## src/rtl/dmem_responder_pkg.sv

```systemverilog
// Shared definitions for the data-memory responder: FSM states, default depth,
// power-up memory contents and the byte-merge helper.
package dmem_responder_pkg;

  typedef enum logic [1:0] {
    IDLE = 2'd0,
    WAIT = 2'd1,
    RESP = 2'd2
  } state_e;

  localparam int          DMEM_DEPTH = 32;
  localparam logic [31:0] INIT_WORD1 = 32'h0000_0054;
  localparam logic [31:0] INIT_WORD2 = 32'h0000_000B;

  function automatic logic [31:0] merge_bytes(input logic [31:0] old_word,
                                              input logic [31:0] new_word,
                                              input logic [3:0]  mask);
    logic [31:0] merged;
    merged = old_word;
    for (int b = 0; b < 4; b++) begin
      if (mask[b]) merged[8*b +: 8] = new_word[8*b +: 8];
    end
    return merged;
  endfunction

endpackage

```

## src/rtl/dmem_array.sv

```systemverilog
// DEPTH x 32 storage: combinational read, clocked byte-masked write.
// Contents are set at power-up only; reset never touches them.
module dmem_array
  import dmem_responder_pkg::*;
#(
  parameter int DEPTH = DMEM_DEPTH,
  localparam int AW   = $clog2(DEPTH)
) (
  input  logic          clk,
  input  logic          i_we,
  input  logic [3:0]    i_mask,
  input  logic [AW-1:0] i_addr,
  input  logic [31:0]   i_wdata,
  output logic [31:0]   o_rdata
);

  logic [31:0] r_mem [DEPTH] = '{1: INIT_WORD1, 2: INIT_WORD2, default: '0};

  always_ff @(posedge clk) begin
    if (i_we) r_mem[i_addr] <= merge_bytes(r_mem[i_addr], i_wdata, i_mask);
  end

  assign o_rdata = r_mem[i_addr];

endmodule

```

## src/rtl/dmem_responder.sv

```systemverilog
// Data-memory responder: one request at a time, WAIT_CYCLES wait states, then a
// held response. Define DMEM_STRB_EN to make writes honour req_strb.
module dmem_responder
  import dmem_responder_pkg::*;
#(
  parameter int DEPTH       = DMEM_DEPTH,
  parameter int WAIT_CYCLES = 2
) (
  input  logic        clk,
  input  logic        reset,
  input  logic        req_valid,
  output logic        req_ready,
  input  logic        req_write,
  input  logic [31:0] req_addr,
  input  logic [31:0] req_wdata,
  input  logic [3:0]  req_strb,
  output logic        resp_valid,
  input  logic        resp_ready,
  output logic [31:0] resp_rdata,
  output logic        resp_err
);

  localparam int AW = $clog2(DEPTH);

  state_e      r_state, w_state_nxt;
  logic [3:0]  r_cnt;
  logic        r_write;
  logic [31:0] r_addr;
  logic [31:0] r_wdata;
  logic [3:0]  r_strb;
  logic [31:0] r_rdata;
  logic        r_err;

  logic          w_accept;
  logic          w_access;
  logic          w_addr_err;
  logic          w_we;
  logic [3:0]    w_mask;
  logic [AW-1:0] w_idx;
  logic [31:0]   w_mem_rdata;

  // Every request passes through WAIT; the counter runs down to zero there, so
  // the access edge always lands 1+WAIT_CYCLES edges after the accept edge.
  always_comb begin
    w_state_nxt = r_state;
    req_ready   = 1'b0;
    resp_valid  = 1'b0;
    w_access    = 1'b0;
    case (r_state)
      IDLE: begin
        req_ready = 1'b1;
        if (req_valid) w_state_nxt = WAIT;
      end
      WAIT: begin
        if (r_cnt == 4'd0) begin
          w_access    = 1'b1;
          w_state_nxt = RESP;
        end
      end
      RESP: begin
        resp_valid = 1'b1;
        if (resp_ready) w_state_nxt = IDLE;
      end
      default: w_state_nxt = IDLE;
    endcase
  end

  assign w_accept   = req_valid & req_ready;
  assign w_addr_err = (r_addr[1:0] != 2'b00) || (r_addr[31:2] >= 30'(DEPTH));
  assign w_idx      = r_addr[AW+1:2];
  assign w_we       = w_access & r_write & ~w_addr_err;

`ifdef DMEM_STRB_EN
  assign w_mask = r_strb;
`else
  logic w_unused_strb;
  assign w_mask        = 4'hF;
  assign w_unused_strb = ^r_strb;
`endif

  always_ff @(posedge clk or posedge reset) begin
    if (reset) begin
      r_state <= IDLE;
      r_cnt   <= '0;
      r_write <= 1'b0;
      r_addr  <= '0;
      r_wdata <= '0;
      r_strb  <= '0;
      r_rdata <= '0;
      r_err   <= 1'b0;
    end else begin
      r_state <= w_state_nxt;
      if (w_accept) begin
        r_cnt   <= 4'(WAIT_CYCLES);
        r_write <= req_write;
        r_addr  <= req_addr;
        r_wdata <= req_wdata;
        r_strb  <= req_strb;
      end else if (r_state == WAIT && r_cnt != 4'd0) begin
        r_cnt <= r_cnt - 4'd1;
      end
      if (w_access) begin
        r_rdata <= (w_addr_err || r_write) ? 32'h0 : w_mem_rdata;
        r_err   <= w_addr_err;
      end else if (r_state == RESP && resp_ready) begin
        r_rdata <= '0;
        r_err   <= 1'b0;
      end
    end
  end

  dmem_array #(.DEPTH(DEPTH)) u_array (
    .clk     (clk),
    .i_we    (w_we),
    .i_mask  (w_mask),
    .i_addr  (w_idx),
    .i_wdata (r_wdata),
    .o_rdata (w_mem_rdata)
  );

  assign resp_rdata = r_rdata;
  assign resp_err   = r_err;

endmodule

```

## config.mk

```make
export PLATFORM = sky130hd
export DESIGN_NAME = dmem_responder
export DESIGN_NICKNAME = d
export VERILOG_FILES = /design/src/rtl/dmem_responder_pkg.sv /design/src/rtl/dmem_array.sv /design/src/rtl/dmem_responder.sv
export SDC_FILE = /design/constraint.sdc
export NUM_CORES = 1
export LEC_CHECK = 0
export CORE_MARGIN = 5
export CORE_UTILIZATION = 43
export CTS_CLUSTER_DIAMETER = 80
export DETAILED_ROUTE_END_ITERATION = 10
export SLEW_MARGIN = 5
export SYNTH_ARGS = -nofsm -noshare
export SYNTH_HDL_FRONTEND = slang
export SYNTH_SLANG_ARGS = --single-unit
```

## constraint.sdc

```tcl
create_clock -name clk -period 4.2 [get_ports clk]
set_input_delay 0.42 -clock clk [delete_from_list [all_inputs] [get_ports clk]]
set_output_delay 0.42 -clock clk [all_outputs]
set_load 0.005 [all_outputs]
```

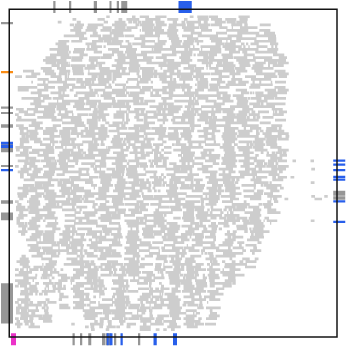
*Ports around the boundary, run 1*
Drawn at 1 px/um. Pins as bars across the die edge, other pins in grey.
| colour | port | pins | direction | edge |
|---|---|---|---|---|
| orange | reset | 1 | input | west |
| blue | resp_rdata | 32 | output | 13 north, 8 south, 7 east, 4 west |
| magenta | req_strb | 4 | input | south |
die y size: 326 um
port buffer count: 103
chip width: 326 um

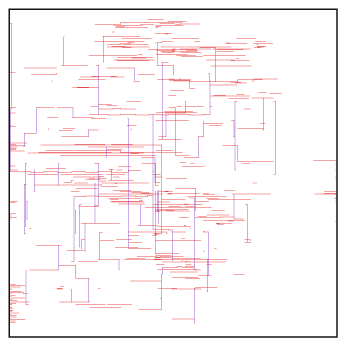
*Signal wires by layer, run 1*
Drawn at 1 px/um. Two of the layers only.
| colour | layer | wire length |
|---|---|---|
| red | metal 3 | 6,950 um |
| purple | metal 4 | 2,280 um |

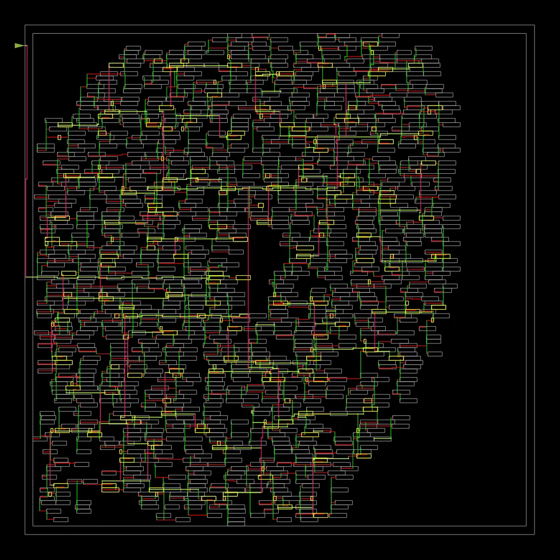
*Clock wiring as the flow saved it, run 1*
clk sinks: 1,128
clock group power: 0.0103 W
CTS Buf Count: 110
FFs & Latches: 1,128

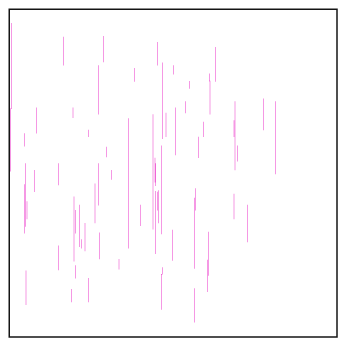
*M4 wires, run 1*
Drawn at 1 px/um.
wire length on this layer: 2,280 um
main direction: vertical
longest straight run: 130 um
nets with wire on the layer: 32
share of all routed wire: 2.1%

==> deck_impl_summary.md, run 1 <==
Synthesis and Place & Route Summary

Yosys
  • Post-synthesis xor/xnor area fraction: 0.000611
  • Syn avg cell area: between 20 and 25 um^2
  • Unique cell types: around 57
  • Main logic family after synthesis: multiplexers
  • MUX share of area: 0.143

Route
  • Routed wire length: about 110 mm
  • Router iterations before antenna repair: 5
  • DR iter-0 viols: ~2,200
  • Routed WL per cell: roughly 29 um
  • Vias: about 22,000

Pwr
  • Internal power: roughly 0.024 W
  • Clk pwr share: 0.311

Die
  • Die area: roughly 110,000 um^2
  • Initial core utilization: 0.432
  • I/O pin cnt: 108

Worst setup path
  • Worst Path Required: between 4 and 5 ns
  • Worst Path Max Fanout: 13
  • Reg2Reg Launch Point: r_cnt[0]

Layout
  • Dominant logic cell type in the layout: edfxtp_1
  • Fillers: 7,744
  • Synth-to-Final Area Change: 16.9%

Global route
  • Total grt overflow: 0
  • GRT Util Overall: 0.204

Placement
  • Cell Area, Placed: about 46,000 um^2
  • Dpl hpwl: between 60 and 70 mm
  • Placed Cells incl. Taps: 3,497

CTS
  • Post-CTS sizing: 0
  • Root Driver: clkbuf_16
  • TritonCTS clock tree: yes

Status
  • Status: completed
run 1: how the worst max path moves through the flow:
| stage | from | to | cells past startpoint |
|---|---|---|---|
| 6_report | r_cnt[0] | u_array.r_mem[4][22] | 9 |
| 2_1_floorplan | r_cnt[0] | u_array.r_mem[0][0] | 8 |
| 3_5_place_dp | r_cnt[0] | u_array.r_mem[20][27] | 9 |
| 5_1_grt | r_cnt[0] | u_array.r_mem[4][20] | 9 |
| 3_3_place_gp | r_cnt[0] | u_array.r_mem[4][13] | 9 |
| 4_1_cts | r_cnt[0] | u_array.r_mem[20][27] | 9 |
run 1: state kept, by name (all words and copies together), names as in the netlist:
signal,flops
r_cnt,4
r_write,1
u_array.r_mem,1024
resp_rdata,32
r_state,2
r_addr,32
resp_err,1
r_wdata,32
run 1: synthesized netlist by cell type, types with 3 or more instances:
cell	count	area share
buf_1	3	0.00026
nor2_1	69	0.0060
a2111oi_2	5	0.0017
nand3b_1	4	0.00070
buf_4	21	0.0037
a22o_1	3	0.00061
a32o_1	28	0.0065
mux4_2	121	0.063
a211o_1	3	0.00061
and3_1	22	0.0032
nor4_1	8	0.0012
mux2_2	132	0.035
a221oi_1	22	0.0045
a22oi_1	72	0.013
or3b_1	3	0.00061
nor2b_1	9	0.0013
o2111ai_1	3	0.00061
a211oi_1	6	0.0010
dfrtp_1	104	0.060
nand3_1	5	0.00058
a2bb2oi_1	6	0.0012
nand4_1	3	0.00044
edfxtp_1	1024	0.71
clkbuf_1	35	0.0031
nor4b_4	3	0.0017
o22ai_1	85	0.012
mux2i_1	194	0.045
o21ai_0	3	0.00035
nor3_1	4	0.00047
nand2_1	14	0.0012
buf_2	53	0.0062
and4bb_2	3	0.00087
buf_6	7	0.0018
inv_1	7	0.00061
run 1: layer usage:
layer  vias up  wire (um)  GRT usage
li1       9154          -          -
met1     11588      46400      0.285
met2       775      53400      0.336
met3       143       6950     0.0362
met4         0       2280     0.0511
met5         -          0          0
run 1: worst max-delay path: stages, from the launching register on:
cell and delay, ns:
dfrtp_1 0.38, inv_1 0.10, ha_1 0.18, nor3b_1 0.31, nand2_1 0.20, nor4_2 0.29
buf_4 0.22, or3b_1 0.70, nor2_4 0.24, buf_4 0.30
run 1: stage by stage:
stage	utilization	power, W	hold WS (ns)	worst slack [ns]
floorplan	-	0.0204	0.463	0.569
global placement	0.466	0.0228	0.478	0.886
detailed placement	0.466	0.0231	0.500	0.896
CTS	0.504	0.0333	0.186	0.862
global route	0.504	0.0344	0.220	0.725
finish	0.504	0.0331	0.207	0.909
run 1: area by class of cell:
cell class                 instances  area [um^2]  share of cell area
inverter                           7         31.3            0.000622
multi-input combinational        857         9300               0.185
clock inverter                    51          661              0.0131
sequential                      1128        33400               0.663
clock buffer                     157         3170              0.0631
tap                             1298         1620              0.0323
timing repair buffer             207         2150              0.0427
run 1: logic make-up (layout without fill, tap and decap cells):
logic type,count (synthesis),in the layout
DFF,1128,1128
muxes,447,447
AOI/OAI and AO/OA,240,240
and+or+nand+nor,166,166
buffers and inverters,126,422
xor gates and xnor gates,3,3
adders and majority gates,1,1
==> run 2: changes to the inputs <==
- clock period: 4.2 -> 3.3 ns (I/O delays scaled with it)
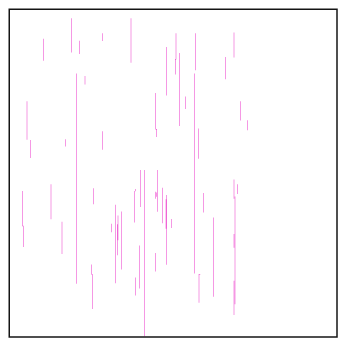
*M4 wires, run 2*
Drawn at 1 px/um.
share of all routed wire: 2.0%
main direction: vertical
routed wire length: 108 mm
Vias: 21,686

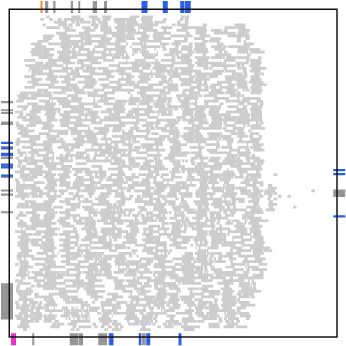
*Ports around the boundary, run 2*
Drawn at 1 px/um. Pins as bars across the die edge, other pins in grey.
| colour | port | pins | direction | edge |
|---|---|---|---|---|
| magenta | req_strb | 4 | input | south |
| blue | resp_rdata | 32 | output | 13 north, 9 south, 7 west, 3 east |
| orange | reset | 1 | input | north |

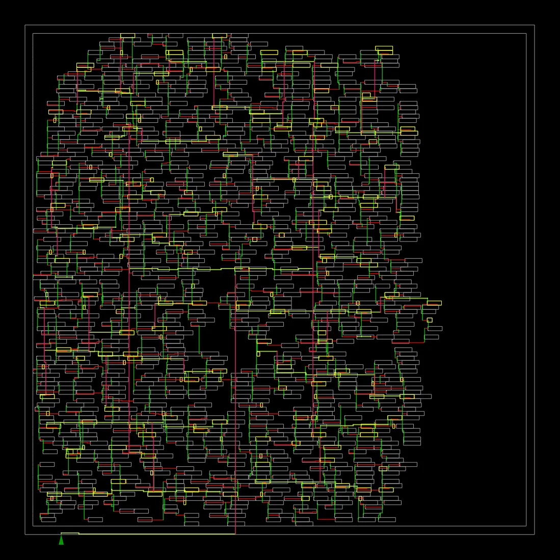
*Clock wiring as the flow saved it, run 2*
Layout Skew: 0.0333 ns
clock group power: 0.0127 W

==> deck_impl_summary.md, run 2 <==
Synthesis and Place & Route Summary

Layout
  • Reg with most FFs: u_array.r_mem
  • Synth-to-Final Area Change: 18.5%
  • Fillers: approximately 7,800
  • Largest register FFs: a little over 1,000
  • Final core utilization: 0.512
  • Comb gate area: just over 9000 um^2

Yosys
  • Main logic family after synthesis: multiplexers
  • Commonest cells post-synth: edfxtp_1 (1,024), mux2i_1 (194), mux2_2 (132)
  • Post-synthesis xor/xnor area fraction: 0.000611
  • Unique cell types: 57
  • Max-area cell share: 0.714
  • MUX share of area: 0.143

Worst setup path
  • Peak per-stage delay on the critical path: approximately 0.4 ns
  • Top cell by count, worst path: buf_12
  • Crit-path cells: inv_1 -> ha_1 -> nor3b_1 -> nand2_1 -> nor4_2 -> buf_4 -> or3b_1 -> buf_12 -> nor2_4 -> buf_12
  • Worst Path Required: approximately 3.7 ns
  • Worst Path Max Fanout: 14

CTS
  • CTS Buf Count: 108
  • Post-CTS sizing: 0
  • Clk sinks: 1,128
  • Root Driver: clkbuf_16

Die
  • Initial core utilization: 0.432
  • Die area: 107,000 um^2
  • Chip width: ~330 um
  • I/O pin cnt: between 100 and 150

Status
  • Status: completed

Route
  • DR iter-0 viols: between 2,000 and 2,500
  • Met3 wire length: 7.91 mm
  • Wire length on met2: 52.0 mm
  • DR top layer: met4
  • Router iterations before antenna repair: 7

Global route
  • GRT Util Overall: 0.201
[run 2: cell types whose count changed in the layout (fill, tap and decap cells not counted), moves of 2 or more]
cell / before / now
clkbuf_1: 27 / 29
clkinv_2: 16 / 11
clkbuf_8: 16 / 13
buf_4: 77 / 73
clkinv_1: 9 / 15
buf_12: 27 / 72
clkinvlp_4: 6 / 2
clkbuf_16: 114 / 111
[run 2: per-layer routing]
| layer | vias up | global-route usage |
|---|---|---|
| met5 | - | 0 |
| met4 | 0 | 0.0492 |
| met3 | 129 | 0.0359 |
| met2 | 814 | 0.327 |
| met1 | 11506 | 0.286 |
| li1 | 9237 | - |
[run 2: cell type report]
type                    count  share of cell area
clock buffers             153              0.0601
repair buffers            248              0.0592
well taps                1298              0.0318
inverters                   7            0.000613
multi-input cells         857               0.182
clock inverters            48              0.0122
flip-flops and latches   1128               0.654
[run 2: critical path: cells and delay by family, from the launching register on]
family / cells / cell delay [ns]
simple gates: 5 / 1.44
buf+inv: 4 / 0.72
flops: 1 / 0.39
fa+ha+maj: 1 / 0.19
[run 2: cells by family after synthesis]
kind of cell | count (synthesis)
flops | 1128
mux | 447
compound gates | 240
simple gates | 166
buf+inv | 126
xor+xnor | 3
fa+ha+maj | 1
[run 2: worst paths after layout]
path	startpoint	end
min in group clk	req_write	r_write
worst max register to register	r_cnt[0]	u_array.r_mem[24][14]
max in group asynchronous	reset	resp_rdata[6]
worst max-delay path	r_cnt[0]	u_array.r_mem[24][14]
worst min-delay path	reset	r_wdata[25]
worst min register to register	resp_err	resp_err
[run 2: power by group through the flow]
stage | sequential, W | clock [W] | combinational, W
detailed placement | 0.0208 | 0 | 0.00923
CTS | 0.0204 | 0.0130 | 0.00926
global placement | 0.0205 | 0 | 0.00914
global route | 0.0207 | 0.0135 | 0.00976
floorplan | 0.0194 | 0 | 0.00652
finish | 0.0204 | 0.0127 | 0.00916
[run 2: through the flow]
stage,instance area (um^2),worst slack (ns),total power [W]
after floorplan,43100,-0.331,0.0259
after global placement,47300,0.242,0.0297
after detailed placement,47300,0.263,0.0300
after CTS,51000,0.245,0.0427
after global routing,51000,0.0221,0.0439
final,51000,0.260,0.0423
==> run 3: changes to the inputs <==
- GPL_TIMING_DRIVEN: unset -> 0
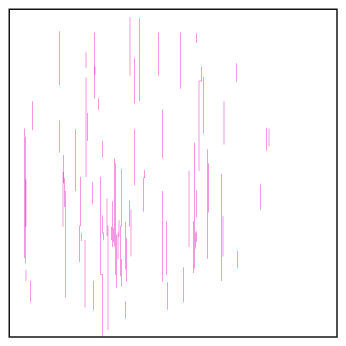
*M4 wires, run 3*
Drawn at 1 px/um.
share of all routed wire: 3.3%
nets with wire on the layer: 50
routed wire length: 115 mm
Vias: 22,240

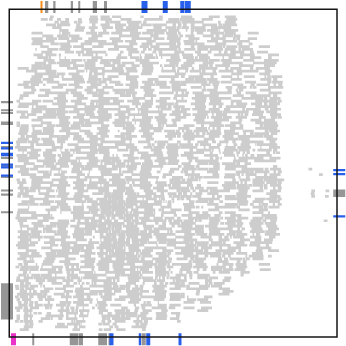
*Ports around the boundary, run 3*
Drawn at 1 px/um. Pins as bars across the die edge, other pins in grey.
| colour | port | pins | direction | edge |
|---|---|---|---|---|
| orange | reset | 1 | input | north |
| magenta | req_strb | 4 | input | south |
| blue | resp_rdata | 32 | output | 13 north, 9 south, 7 west, 3 east |

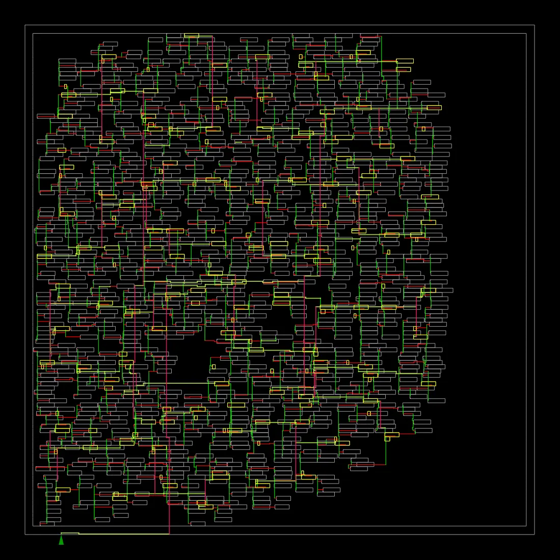
*Clock wiring as the flow saved it, run 3*
clock group power: 0.0124 W
CTS Buf Count: 109

==> deck_impl_summary.md, run 3 <==
Synthesis and Place & Route Summary

Die
  • Chip width: about 330 um
  • I/O pin cnt: around 110
  • Initial core utilization: 0.432
  • Die y size: between 300 and 400 um
  • Die area: 107,000 um^2

Yosys
  • Max-area cell share: 0.714
  • Synth top cell by count: edfxtp_1
  • Async SR Flop Fraction: 0.0922
  • Ys cells: about 2,100
  • Unique cell types: about 57
  • Largest cells by area: edfxtp_1 (71%), mux4_2 (6.3%), dfrtp_1 (6.0%)
  • Syn avg cell area: between 20 and 25 um^2
  • Commonest cells post-synth: edfxtp_1 (1,024), mux2i_1 (194), mux2_2 (132)
  • Synthesized net count: around 2,200
  • Yosys top cell by area: edfxtp_1

Pwr
  • Total power draw: ~0.043 W
  • Max VDD drop: approximately 0.00086 V

Global route
  • GRT Util Overall: 0.212
  • Total grt overflow: 0
  • Vias in the first global route: around 23,000

Layout
  • Dominant logic cell type in the layout: edfxtp_1
  • Fillers: 7,769
  • Synth-to-Final Area Change: 18.3%
  • Reg with most FFs: u_array.r_mem
  • Final core utilization: 0.510
  • Largest register FFs: 1,024

Worst setup path
  • Reg2Reg Launch Point: r_cnt[0]
  • Reg-to-reg critical path endpoint: u_array.r_mem[22][18]
  • Worst Path Max Fanout: 20
  • Worst Path Required: around 3.7 ns
  • Crit path from: r_cnt[0]
  • R2r setup slk: around 0.20 ns

CTS
  • TritonCTS clock tree: yes
  • Clk sinks: about 1,100
  • H-tree Lvls: 3
  • Root Driver: clkbuf_16

Route
  • DR iter-0 viols: about 2,500
  • Router iterations before antenna repair: 5

STA
  • Layout Skew: approximately 0.036 ns
  • Final hold viol count: 0
  • Final Max Slew Viols: 0
  • Cycle use final: 0.938

Placement
  • Port buffer count: between 100 and 150
  • Dpl hpwl: between 70 and 80 mm

Status
  • Status: completed
==> run 3: how the worst min path moves through the flow <==
stage / from / endpoint / slack [ns] / cells after the start
2_1_floorplan: resp_ready / r_state[1] / 0.44 / 1
3_3_place_gp: resp_rdata[30] / resp_rdata[30] / 0.46 / 2
3_5_place_dp: resp_rdata[30] / resp_rdata[30] / 0.47 / 2
4_1_cts: reset / resp_rdata[2] / 0.01 / 2
5_1_grt: reset / resp_rdata[31] / 0.07 / 2
6_report: reset / r_wdata[22] / 0.04 / 2
==> run 3: critical path, cell delays in order, from the launching register on <==
cell and delay (ns):
dfrtp_1 0.38, inv_1 0.10, ha_1 0.18, nor3b_1 0.28, nand2_1 0.20, nor4_4 0.30
buf_4 0.20, nand3b_1 0.08, buf_4 0.21, nor2_4 0.54, buf_12 0.28
==> run 3: timing repair <==
item | CTS | global route
gates cloned | 1 | 0
resized | 3 | 1
pin swaps | 27 | 3
setup endpoints to repair | 1024 | 234
buffers inserted | 36 | 4
==> run 3: layout make-up <==
type | count | area, um^2 | share of cell area
Timing Repair Buffer | 183 | 2380 | 0.0469
Sequential cell | 1128 | 33400 | 0.655
Multi-Input combinational cell | 858 | 9280 | 0.182
Clock buffer | 140 | 2920 | 0.0575
Buffer | 118 | 641 | 0.0126
Clock inverter | 65 | 654 | 0.0129
Inverter | 7 | 31.3 | 0.000615
Tap cell | 1298 | 1620 | 0.0319
==> run 3: through the flow <==
stage               setup TNS (ns)  area, um^2  instances  worst slack [ns]  hold slack [ns]
floorplan                   -84.64       43100       2111            -0.331            0.438
global placement          -1876.24       45800       3512             -2.69            0.461
detailed placement         -582.15       46800       3552            -0.879            0.468
CTS                              0       50900       3793            0.0151           0.0112
global route                     0       50900       3797            0.0121           0.0697
finish                           0       50900       3797             0.203           0.0377
==> run 3: cell families (layout without fill, tap and decap cells) <==
group / after synthesis / count (layout) / share of synthesized area
and+or+nand+nor: 166 / 167 / 0.0228
muxes: 447 / 447 / 0.143
DFF: 1128 / 1128 / 0.775
xor gates and xnor gates: 3 / 3 / 0.000611
buffers and inverters: 126 / 513 / 0.0156
AOI/OAI and AO/OA: 240 / 240 / 0.0428
adders and majority gates: 1 / 1 / 0.000291
==> run 3: where the power goes <==
group	leakage (nW)	internal (W)	total (W)	switching, W
sequential	10.5	0.0181	0.0204	0.00230
clock	1.76	0.00720	0.0124	0.00523
combinational	4.51	0.00411	0.00987	0.00576
==> run 3: metal layers <==
layer	share of wire	routed length, um	up-vias	track usage
met4	0.033	3760	0	0.0707
met2	0.49	56400	970	0.355
met5	0	0	-	0
met3	0.078	9020	185	0.0403
met1	0.40	45700	11761	0.283
li1	-	-	9324	-
Power is estimated from default activity; no workload was simulated.
